### src/rtl/mc_control_fsm.sv
// mc_control_fsm
// Main control state machine of the multi-cycle RV32I core. Every instruction
// walks FETCH -> DECODE -> EXEC -> (MEM) -> (WB) and back to FETCH. Unknown
// opcodes park the machine in TRAP until the next reset.
//
// Ports:
//   clk, rst_n           core clock, asynchronous active-low reset
//   opcode               IR[6:0] of the latched instruction
//   imem_ready           instruction memory has data (used in FETCH only)
//   dmem_ready           data access completes (used in MEM only)
//   imem_req, ir_write   fetch request / IR latch enable
//   dmem_req, dmem_we    data access request / store enable
//   reg_write, wb_sel    register write enable / 0 = ALU, 1 = memory data
//   alu_src_a/b, alu_op  datapath selects
//   pc_write, branch,
//   pcsrc, pcsrc2        PC update strobes, consumed on the same clock edge
//   illegal_instr        sticky trap flag
//   state                current state (debug)
//   instret              retired-instruction counter (wraps)
module mc_control_fsm #(
  parameter int CNT_W = 32
) (
  input  logic             clk,
  input  logic             rst_n,
  input  logic [6:0]       opcode,
  input  logic             imem_ready,
  input  logic             dmem_ready,
  output logic             imem_req,
  output logic             ir_write,
  output logic             dmem_req,
  output logic             dmem_we,
  output logic             reg_write,
  output logic             wb_sel,
  output logic             alu_src_a,
  output logic [1:0]       alu_src_b,
  output logic [1:0]       alu_op,
  output logic             pc_write,
  output logic             branch,
  output logic             pcsrc,
  output logic             pcsrc2,
  output logic             illegal_instr,
  output logic [2:0]       state,
  output logic [CNT_W-1:0] instret
);

  typedef enum logic [2:0] {
    S_FETCH  = 3'd0,
    S_DECODE = 3'd1,
    S_EXEC   = 3'd2,
    S_MEM    = 3'd3,
    S_WB     = 3'd4,
    S_TRAP   = 3'd7
  } state_t;

  typedef enum logic [3:0] {
    CL_R      = 4'd0,
    CL_I      = 4'd1,
    CL_LOAD   = 4'd2,
    CL_STORE  = 4'd3,
    CL_BRANCH = 4'd4,
    CL_JAL    = 4'd5,
    CL_JALR   = 4'd6,
    CL_LUI    = 4'd7,
    CL_AUIPC  = 4'd8,
    CL_ILL    = 4'd9
  } class_t;

  function automatic class_t decode_class(input logic [6:0] op);
    case (op)
      7'b0110011: decode_class = CL_R;
      7'b0010011: decode_class = CL_I;
      7'b0000011: decode_class = CL_LOAD;
      7'b0100011: decode_class = CL_STORE;
      7'b1100011: decode_class = CL_BRANCH;
      7'b1101111: decode_class = CL_JAL;
      7'b1100111: decode_class = CL_JALR;
      7'b0110111: decode_class = CL_LUI;
      7'b0010111: decode_class = CL_AUIPC;
      default:    decode_class = CL_ILL;
    endcase
  endfunction

  state_t           state_r;
  state_t           next_state_s;
  class_t           class_r;
  class_t           decoded_s;
  logic             illegal_r;
  logic [CNT_W-1:0] instret_r;

  logic       imem_req_s, ir_write_s, dmem_req_s, dmem_we_s;
  logic       reg_write_s, wb_sel_s, alu_src_a_s;
  logic [1:0] alu_src_b_s, alu_op_s;
  logic       pc_write_s, branch_s, pcsrc_s, pcsrc2_s;

  assign decoded_s = decode_class(opcode);

  // Next-state and raw (ungated) control outputs from state, class and readies.
  always_comb begin
    next_state_s = state_r;
    imem_req_s   = 1'b0;
    ir_write_s   = 1'b0;
    dmem_req_s   = 1'b0;
    dmem_we_s    = 1'b0;
    reg_write_s  = 1'b0;
    wb_sel_s     = 1'b0;
    alu_src_a_s  = 1'b0;
    alu_src_b_s  = 2'b00;
    alu_op_s     = 2'b00;
    pc_write_s   = 1'b0;
    branch_s     = 1'b0;
    pcsrc_s      = 1'b0;
    pcsrc2_s     = 1'b0;
    case (state_r)
      S_FETCH: begin
        imem_req_s = 1'b1;
        if (imem_ready) begin
          ir_write_s   = 1'b1;
          next_state_s = S_DECODE;
        end else begin
          next_state_s = S_FETCH;
        end
      end
      S_DECODE: begin
        // PC + imm is precomputed here for branch/jump targets.
        alu_src_a_s = 1'b1;
        alu_src_b_s = 2'b01;
        if (decoded_s == CL_ILL) begin
          next_state_s = S_TRAP;
        end else begin
          next_state_s = S_EXEC;
        end
      end
      S_EXEC: begin
        next_state_s = S_WB;
        case (class_r)
          CL_R: begin
            alu_op_s = 2'b10;
          end
          CL_I: begin
            alu_src_b_s = 2'b01;
            alu_op_s    = 2'b10;
          end
          CL_LOAD, CL_STORE: begin
            alu_src_b_s  = 2'b01;
            next_state_s = S_MEM;
          end
          CL_LUI: begin
            alu_src_b_s = 2'b01;
            alu_op_s    = 2'b11;
          end
          CL_AUIPC: begin
            alu_src_a_s = 1'b1;
            alu_src_b_s = 2'b01;
          end
          CL_JAL, CL_JALR: begin
            // Link value PC + 4.
            alu_src_a_s = 1'b1;
            alu_src_b_s = 2'b10;
          end
          CL_BRANCH: begin
            // The PC adder only takes the offset when its zero flag is set.
            alu_op_s     = 2'b01;
            branch_s     = 1'b1;
            pc_write_s   = 1'b1;
            next_state_s = S_FETCH;
          end
          default: begin
            next_state_s = S_TRAP;
          end
        endcase
      end
      S_MEM: begin
        dmem_req_s = 1'b1;
        dmem_we_s  = (class_r == CL_STORE);
        if (!dmem_ready) begin
          next_state_s = S_MEM;
        end else if (class_r == CL_STORE) begin
          pc_write_s   = 1'b1;
          next_state_s = S_FETCH;
        end else begin
          next_state_s = S_WB;
        end
      end
      S_WB: begin
        reg_write_s  = 1'b1;
        wb_sel_s     = (class_r == CL_LOAD);
        pc_write_s   = 1'b1;
        pcsrc_s      = (class_r == CL_JAL);
        pcsrc2_s     = (class_r == CL_JALR);
        next_state_s = S_FETCH;
      end
      S_TRAP: begin
        next_state_s = S_TRAP;
      end
      default: begin
        next_state_s = S_TRAP;
      end
    endcase
  end

  // State, latched opcode class, sticky trap flag and retire counter.
  always_ff @(posedge clk or negedge rst_n) begin
    if (!rst_n) begin
      state_r   <= S_FETCH;
      class_r   <= CL_R;
      illegal_r <= 1'b0;
      instret_r <= '0;
    end else begin
      state_r <= next_state_s;
      if (state_r == S_DECODE) begin
        class_r <= decoded_s;
      end else begin
        class_r <= class_r;
      end
      if (next_state_s == S_TRAP) begin
        illegal_r <= 1'b1;
      end else begin
        illegal_r <= illegal_r;
      end
      if (pc_write_s) begin
        instret_r <= instret_r + CNT_W'(1);
      end else begin
        instret_r <= instret_r;
      end
    end
  end

  // Outputs are forced low while reset is held so a pending request drops at once.
  assign imem_req      = rst_n & imem_req_s;
  assign ir_write      = rst_n & ir_write_s;
  assign dmem_req      = rst_n & dmem_req_s;
  assign dmem_we       = rst_n & dmem_we_s;
  assign reg_write     = rst_n & reg_write_s;
  assign wb_sel        = rst_n & wb_sel_s;
  assign alu_src_a     = rst_n & alu_src_a_s;
  assign alu_src_b     = {2{rst_n}} & alu_src_b_s;
  assign alu_op        = {2{rst_n}} & alu_op_s;
  assign pc_write      = rst_n & pc_write_s;
  assign branch        = rst_n & branch_s;
  assign pcsrc         = rst_n & pcsrc_s;
  assign pcsrc2        = rst_n & pcsrc2_s;
  assign illegal_instr = illegal_r;
  assign state         = state_r;
  assign instret       = instret_r;

endmodule

### config.mk
export PLATFORM = sky130hd
export DESIGN_NAME = mc_control_fsm
export DESIGN_NICKNAME = d
export VERILOG_FILES = /design/src/rtl/mc_control_fsm.sv
export SDC_FILE = /design/constraint.sdc
export NUM_CORES = 1
export LEC_CHECK = 0
export CELL_PAD_IN_SITES_DETAIL_PLACEMENT = 0
export CELL_PAD_IN_SITES_GLOBAL_PLACEMENT = 1
export CORE_ASPECT_RATIO = 2
export CORE_MARGIN = 2
export CORE_UTILIZATION = 36
export DETAILED_ROUTE_END_ITERATION = 16
export PLACE_DENSITY_LB_ADDON = 0.1
export SLEW_MARGIN = 5
export SYNTH_ARGS = -nofsm -noshare
export SYNTH_HDL_FRONTEND = slang
export SYNTH_SLANG_ARGS = --single-unit
### constraint.sdc
create_clock -name clk -period 2 [get_ports clk]
set_input_delay 0.4 -clock clk [delete_from_list [all_inputs] [get_ports clk]]
set_output_delay 0.4 -clock clk [all_outputs]
set_load 0.03 [all_outputs]
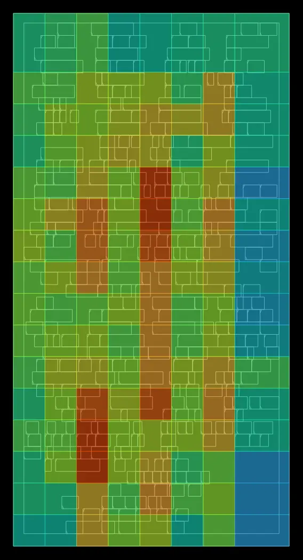
**Above:** routing congestion.
GR Util met1: 24.0%
met2 Use GR: 26.7%
Final Util: 56.7%
busiest metal layer after global routing: met2
wire per inst: 13.2 um

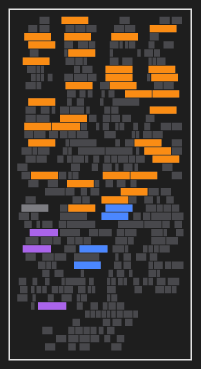
**Above:** register map, names as in the netlist.
(3 px per um) Other sequential cells in the stronger grey, the rest of the logic in the fainter grey.
| colour | signal | sequential cells |
|---|---|---|
| blue | class_r | 4 |
| purple | state | 3 |
| orange | instret | 32 |
not coloured: 1

==> flow_metrics.tcl <==
# implementation run metrics
set metrics [dict create \
    status "complete, but fails checks" \
    violations "negative setup slack" \
    insertion_delay_ns 0.28 \
    drive_gt1_share_pct 28.2 \
    maxCapViolCount 0 \
    post-route-period-util_pct 100 \
    crit_path_start_kind "register" \
    netlist_instances 243 \
    die_h_um 116 \
    ys_seq_share_pct 44.1 \
    io_buffers 61 \
    ys_area_um2 2270 \
    hold_viol_final 0 \
    drt-pass1-iter-count 4 \
    arrival_ns 1.61 \
    setup_viol 1 \
    r2r_slack_ns 0.07 \
    fillers 582 \
    synthToLayoutAreaGrowth_pct 54.9 \
    crit_chain "buf_6 -> nor3b_1 -> a21oi_1 -> nor2_1 -> a311oi_1 -> nor2_2 -> buf_6" \
    ant_nets 0 \
    floorplan.nets 255 \
    power_frac_clock_pct 34.1 \
    clockBufferDepth 2 \
    logic_area_um2 1310 \
    leakage_nw 1.52 \
    lay_top_count "clkdlybuf4s50_1" \
    slowest_delay_ns 0.44 \
    synth.top_cell.area_share_pct 44.1 \
    regArea_um2 1010 \
    rsz0062_at_grt "true" \
    grt_max_degree 22 \
    finClkSkew_ns 0.00601 \
    yosys.area.top_type "dfrtp_1" \
    diodes 0 \
    vias_per_cell 4.98 \
    placed_area_um2 3160 \
    cp-endpoint "alu_src_a" \
    vias 2123 \
    synthesis.area_um2 2270 \
    warnings 29 \
    lay_top_cells "clkdlybuf4s50_1 (44), buf_4 (40), dfrtp_1 (35), nor2_1 (21)" \
    crit_start "class_r[3]" \
    reg2regPathDepth 7 \
    drt-initial-drc-count 63 \
    post-place-ws_ns -0.411 \
    period_needed_ns 2.01 \
    numSynthFlops 40 \
    fmax_mhz 498 \
    core_um2 6210 \
    async_flop_share_pct 100 \
    path_depth 7 \
    combPwrFrac_pct 26.3 \
    drc 0 \
    io_pins 62 \
    final_nets 351 \
    max-vdd-ir-drop_mv 0.654 \
    grt_pass1_vias 2002 \
    fp-utilization_pct 36.6 \
    gp_congestion 0.785 \
    criticalPathCategory "register to primary output" \
    cp_max_fo 4 \
    numCtsBuffers 5 \
    rr_endpoint "instret[23]" \
    p_per_area_nw_per_um2 672 \
    cts_tree "yes" \
    critPathSlowestCell "dfrtp_2" \
    grt_pass1_wl_um 9270 \
    rows 41 \
    clock_sinks 40 \
    avgSynthCellArea_um2 9.35 \
    layout_setup_ws_ns -0.00864 \
    tightest_slew_ns 0.394 \
    power_switching_share_pct 30.1 \
    area_leaders "dfrtp_1 (44%), xnor2_1 (6.9%), xor2_1 (5.8%)" \
    synthFlopType "dfrtp_1" \
    fp.dieW_um 60.2 \
    slew_violations 0 \
    ys_warn_count 0 \
    hp-class "input port to async pin" \
    crit_top_cell "buf_6" \
    final_cells 426 \
    p_int_w 0.00165 \
    r2r_start "class_r[3]" \
    overflow 0 \
    switchingPower_w 0.000712 \
    pwr-share-seq_pct 39.6 \
    fin_area_um2 3520 \
    slew_headroom_pct 73.5 \
    worstPathBufferInverterCount 2 \
    edf_count 0 \
    ys_cells 243 \
    clk_pin_slew_worst_paths_ns 0.06 \
    grt_use_total_pct 17.1 \
    post-place-cells 406 \
    ys_types 45 \
    die-area_um2 7000 \
    wirelength_um 5630 \
    h-tree-depth 2 \
    cp.required_ns 1.60 \
    antenna_found_initial 0 \
]
-- worst min path at each step --
stage / startpoint / endpoint / slack (ns) / depth (start not counted)
3_3_place_gp: rst_n / class_r[3] / 0.23 / 1
5_1_grt: rst_n / instret[5] / 0.14 / 2
6_report: rst_n / instret[6] / 0.12 / 2
4_1_cts: rst_n / instret[20] / 0.13 / 2
2_1_floorplan: rst_n / class_r[0] / 0.10 / 0
3_5_place_dp: rst_n / class_r[3] / 0.22 / 1
-- synthesized netlist by cell type (2+ instances only) --
cell,n
nor3b_1,3
nor2_1,24
xor2_1,15
dfrtp_1,40
buf_4,3
nor4_1,6
nand4b_1,2
nand3_1,16
nor3_1,7
nand4_1,8
a31oi_1,2
o211ai_1,2
nand2b_1,4
a21oi_1,10
and3_1,3
inv_1,8
clkbuf_1,5
a21o_1,2
buf_2,3
or2_2,2
xnor2_1,18
and4bb_2,2
nand3b_1,2
and4b_1,2
and2_1,3
nor2b_1,6
nand2_1,19
o21ai_0,9
-- stage by stage --
stage	TNS (ns)	utilization [%]	total power (W)	hold slack, ns
final	-0.00864	56.7	0.00236	0.125
after global routing	-0.437	56.7	0.00248	0.138
after CTS	-0.00403	54.8	0.00235	0.132
after detailed placement	-4.59	50.9	0.00148	0.221
after global placement	-4.45	50.9	0.00148	0.226
after floorplan	-0.0216	-	0.00126	0.104
-- worst reg2reg max path: stages, from the launching register on --
cell and delay (ns):
dfrtp_2 0.44, nor4b_4 0.34, a221oi_4 0.12, buf_6 0.15
buf_6 0.11, nand4b_1 0.31, buf_4 0.23, xnor2_1 0.11
-- layer usage --
metal  GRT usage (%)  share of wire (%)  vias to the layer above
met3            2.77                3.6                        4
met1            24.0                 46                     1022
li1                -                  -                     1046
met4            5.33                1.0                        0
met2            26.7                 50                       51
met5               0                  0                        -
-- flip-flops by register name, indices dropped and copies added (netlist names) --
name and flops:
illegal_instr 1, class_r 4, instret 32, state 3
-- cell families after synthesis --
logic type | Yosys count | share of synthesized area, %
adders and majority gates | 1 | 0.551
xor gates and xnor gates | 33 | 12.7
DFF | 40 | 44.1
muxes | 1 | 0.496
and+or+nand+nor | 116 | 29.1
AOI/OAI and AO/OA | 33 | 9.25
buffers and inverters | 19 | 3.80
-- what timing repair did --
action | 4_1_cts | 5_1_grt
hold endpoints to repair | 1 | 0
resized | 17 | 22
pin swaps | 7 | 14
hold buffers | 1 | 0
gates cloned | 0 | 0
endpoints found under the setup margin | 8 | 22
buffers inserted | 5 | 6
-- power groups by stage --
stage,registers [W],logic (W),clock network [W]
floorplan,0.000975,0.000289,0
global placement,0.000932,0.000544,0
detailed placement,0.000936,0.000548,0
CTS,0.000926,0.000595,0.000829
global route,0.000949,0.000671,0.000856
finish,0.000937,0.000623,0.000805
-- layout make-up --
| type | instances | area share [%] |
|---|---|---|
| clock buffers | 6 | 3.95 |
| well taps | 86 | 3.06 |
| flip-flops and latches | 40 | 28.6 |
| inverters | 8 | 0.853 |
| clock inverters | 2 | 0.427 |
| multi-input cells | 184 | 37.1 |
| repair buffers | 100 | 26.0 |
Power figures rest on the tool's default switching activity, not on a simulated workload.
